`config.mk`:
```
export PLATFORM = sky130hd
export DESIGN_NAME = jk_excite_drv
export DESIGN_NICKNAME = d
export VERILOG_FILES = /design/src/rtl/jk_excite_drv.sv
export SDC_FILE = /design/constraint.sdc
export NUM_CORES = 1
export LEC_CHECK = 0
export CAP_MARGIN = 20
export CORE_MARGIN = 5
export CORE_UTILIZATION = 53
export CTS_BUF_LIST = sky130_fd_sc_hd__clkbuf_4 sky130_fd_sc_hd__clkbuf_8 sky130_fd_sc_hd__clkbuf_16
export DETAILED_ROUTE_END_ITERATION = 8
export PLACE_DENSITY = 0.84
export SLEW_MARGIN = 0
export SYNTH_ARGS = -nofsm -noshare
export SYNTH_HDL_FRONTEND = slang
export SYNTH_SLANG_ARGS = --single-unit
```
`constraint.sdc`:
```
create_clock -name clk -period 4.48 [get_ports clk]
set_input_delay 0.896 -clock clk [delete_from_list [all_inputs] [get_ports clk]]
set_output_delay 0.896 -clock clk [all_outputs]
set_load 0.005 [all_outputs]
```
`src/rtl/jk_excite_drv.sv`:
```
// jk_excite_drv: drives a bank of external negedge JK flops to requested targets and verifies the readback.
module jk_excite_drv #(
  parameter int W  = 4,
  parameter int CW = 8
) (
  input  logic          clk,
  input  logic          clr,
  input  logic          tgt_valid,
  output logic          tgt_ready,
  input  logic [W-1:0]  tgt_data,
  output logic [W-1:0]  j,
  output logic [W-1:0]  k,
  input  logic [W-1:0]  q_fb,
  output logic          busy,
  output logic          done,
  output logic          err,
  output logic [W-1:0]  err_bits,
  output logic [CW-1:0] err_cnt
);
  localparam logic [1:0] INIT  = 2'd0;
  localparam logic [1:0] IDLE  = 2'd1;
  localparam logic [1:0] DRIVE = 2'd2;
  localparam logic [1:0] CHECK = 2'd3;
  logic [1:0]   state;
  logic [W-1:0] shadow, tgt, diff;
  logic         mis, verify;
  assign tgt_ready = state == IDLE;
  assign busy      = state != IDLE;
  // INIT expects a cleared bank, CHECK expects the accepted target
  assign verify    = state == INIT || state == CHECK;
  assign diff      = q_fb ^ (state == CHECK ? tgt : '0);
  assign mis       = |diff;
  always_ff @(posedge clk) begin
    if (clr) begin
      state    <= INIT;
      j        <= '0;
      k        <= '1;
      done     <= 1'b0;
      err      <= 1'b0;
      err_bits <= '0;
      err_cnt  <= '0;
      shadow   <= '0;
      tgt      <= '0;
    end else begin
      done <= 1'b0;
      err  <= 1'b0;
      if (verify) begin
        j        <= '0;
        k        <= '0;
        done     <= 1'b1;
        err      <= mis;
        err_bits <= diff;
        err_cnt  <= (mis && !(&err_cnt)) ? err_cnt + CW'(1) : err_cnt;
        shadow   <= state == CHECK ? q_fb : '0;
        state    <= IDLE;
      end else if (state == DRIVE) begin
        j     <= '0;
        k     <= '0;
        state <= CHECK;
      end else if (tgt_valid) begin
        tgt   <= tgt_data;
        j     <= tgt_data & ~shadow;
        k     <= ~tgt_data & shadow;
        state <= DRIVE;
      end
    end
  end
endmodule

```
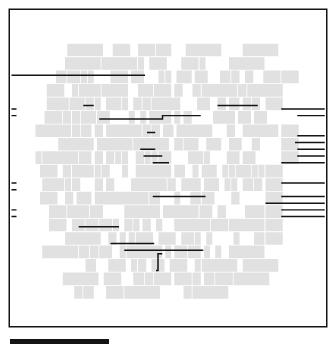
Fig. 1. The metal 3 layer.
Scale bar: 20 um. Cells faint in the background.
main direction: horizontal
nets with wire on the layer: 26
vias: 1410
met3 usage in global routing: 0.06480
Total Wirelength: 3533 um

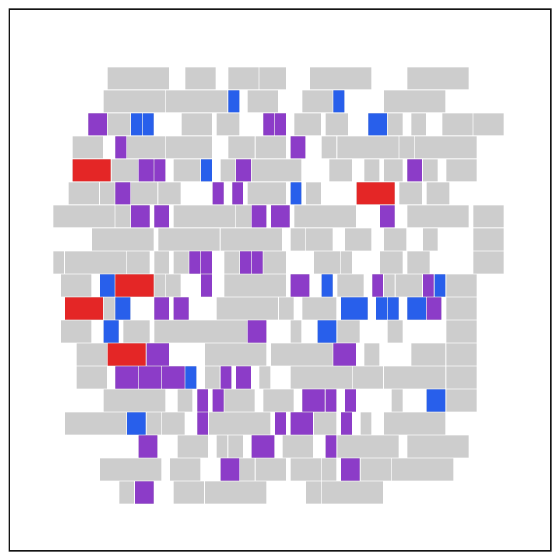
Fig. 2. Gate families picked out.
| colour | family | cells |
|---|---|---|
| purple | NAND gates | 51 |
| red | adder and majority cells | 5 |
| blue | NOR gates | 20 |
Non-Filler Instances: 246
Comb/total area: 0.4162
Commonest Layout Cell: clkdlybuf4s50_1

==> impl_metrics.csv <==
group,metric,value,unit
cells_and_area,final_layout_size_suffix_gt1_frac,0.04651,
global_route,grt_usage,0.1810,
floorplan,io_pins,35,
cells_and_area,antennaDiodeCount,0,
power_and_ir_drop,powerClk,0.000219,W
power_and_ir_drop,p_int,0.0005456,W
cells_and_area,largest_register_ffs,8,
hold_path,min_to,"j[1]$_SDFFE_PP0P_",
yosys,async_reset_ff_frac,0,
cells_and_area,area_growth,26.79,%
clock_network,clkSinkCount,32,
clock_network,htreeDepth,2,
worst_setup_path,crit_path_end,"err_cnt[5]$_SDFFE_PP0P_",
yosys,synthXorXnorAreaFrac,0.03420,
yosys,synth_cell_types,34,
cells_and_area,fillCellCount,236,
global_route,grt_pass1_wl,6016,um
place,port_buffers,34,
global_route,grt_pass1_vias,1373,
cells_and_area,buffer_area_frac,0.1747,
clock_network,cts_resized,0,
global_route,top_usage_layer,"met2",
worst_setup_path,cp_max_fo,24,
floorplan,num_tap_cells,31,
floorplan,die_h,63.84,um
yosys,synth_top_area_share,0.4169,
hold_path,worstHoldPathType,"reg2reg",
power_and_ir_drop,clkPwrFrac,0.285,
yosys,yosysChipArea,1536,um^2
cells_and_area,final-comb-area,810.8,um^2
sta,fin_crit_sh,0.6028,
cells_and_area,flop_area,640.6,um^2
sta,fmaxAchievable,370.3,MHz
sta,hold_viol,0,
worst_setup_path,start_kind,"flip-flop",
worst_setup_path,crit_arrival,2930,ps
status,outcome,"complete, no violations",
yosys,ys_sh_aoi,0.1604,
run,warning_count,29,
detailed_routing,drt-initial-drc-count,103,
cells_and_area,clk_share,0.04110,
floorplan,chipArea,4076,um^2
cells_and_area,clock_buffer_count,6,
clock_network,ctsHoldBuffers,0,
yosys,synth_flops,32,
worst_setup_path,rr_endpoint,"err_cnt[5]$_SDFFE_PP0P_",
worst_setup_path,reg2reg_slack,1780,ps
yosys,syn_area,1536,um^2
detailed_routing,ant_nets,0,
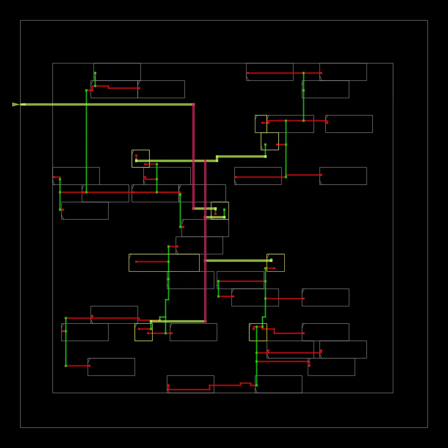
Fig. 3. The clock network.
Flops: 32
clock skew: 14.11 ps
clk latency late pin: 330 ps
CTS Buf Count: 5

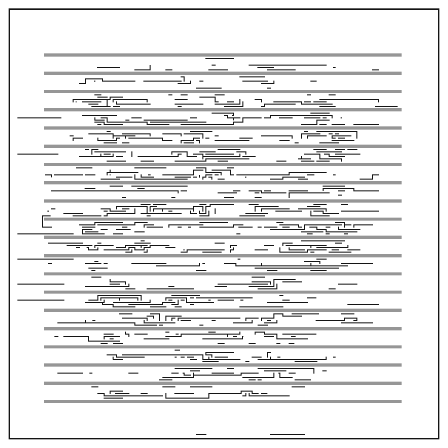
Fig. 4. Metal 1.
Supply wires on this layer in grey.
share of all routed wire: 40%
main direction: horizontal
nets with wire on the layer: 203
longest straight run: 18.9 um
GR Layer Usage met1: 0.1880

[kinds of logic after synthesis]
logic type               Yosys count
AND-OR/OR-AND                     39
buffers and inverters             20
AND/OR/NAND/NOR                   79
multiplexers                       2
XOR/XNOR                           6
flip-flops                        32
adder cells (fa/ha/maj)            5
[routing by layer]
metal  up-vias  routed length (um)
met1       659                1429
met4         0                  41
met3         6                 207
li1        705                   -
met5         -                   0
met2        40                1855
[worst max-delay path, cell delays in order, from the launching register on]
cell,delay (ps)
dfxtp_1,450
inv_1,70
ha_1,710
nand2_1,160
o21ai_1,190
a32oi_2,270
nor4_1,400
mux2_1,360
[stage by stage]
| stage | util | hold WS (ps) | worst slack, ps | power, W | area (um^2) |
|---|---|---|---|---|---|
| after detailed placement | 0.6774 | 459.9 | 1519 | 0.0005575 | 1868 |
| after global placement | 0.6774 | 456.0 | 1634 | 0.0005460 | 1868 |
| after global routing | 0.7064 | 503.2 | 1474 | 0.0008141 | 1948 |
| after CTS | 0.7064 | 474.9 | 1785 | 0.0007743 | 1948 |
| final | 0.7064 | 473.2 | 1779 | 0.0007689 | 1948 |
| after floorplan | - | 454.2 | 2386 | 0.0004664 | 1536 |
[cell usage after synthesis (3+ instances only)]
| cell type | number |
|---|---|
| a211oi_1 | 4 |
| a21oi_1 | 17 |
| clkbuf_1 | 7 |
| dfxtp_1 | 32 |
| ha_1 | 5 |
| inv_1 | 10 |
| nand2_1 | 22 |
| nand2b_1 | 8 |
| nand3_1 | 12 |
| nand3b_1 | 8 |
| nor2_1 | 11 |
| nor2b_1 | 3 |
| nor3_1 | 3 |
| o21ai_0 | 4 |
| o21ai_1 | 6 |
| or4_1 | 3 |
| xor2_1 | 5 |
Power and IR drop assume default switching activity.
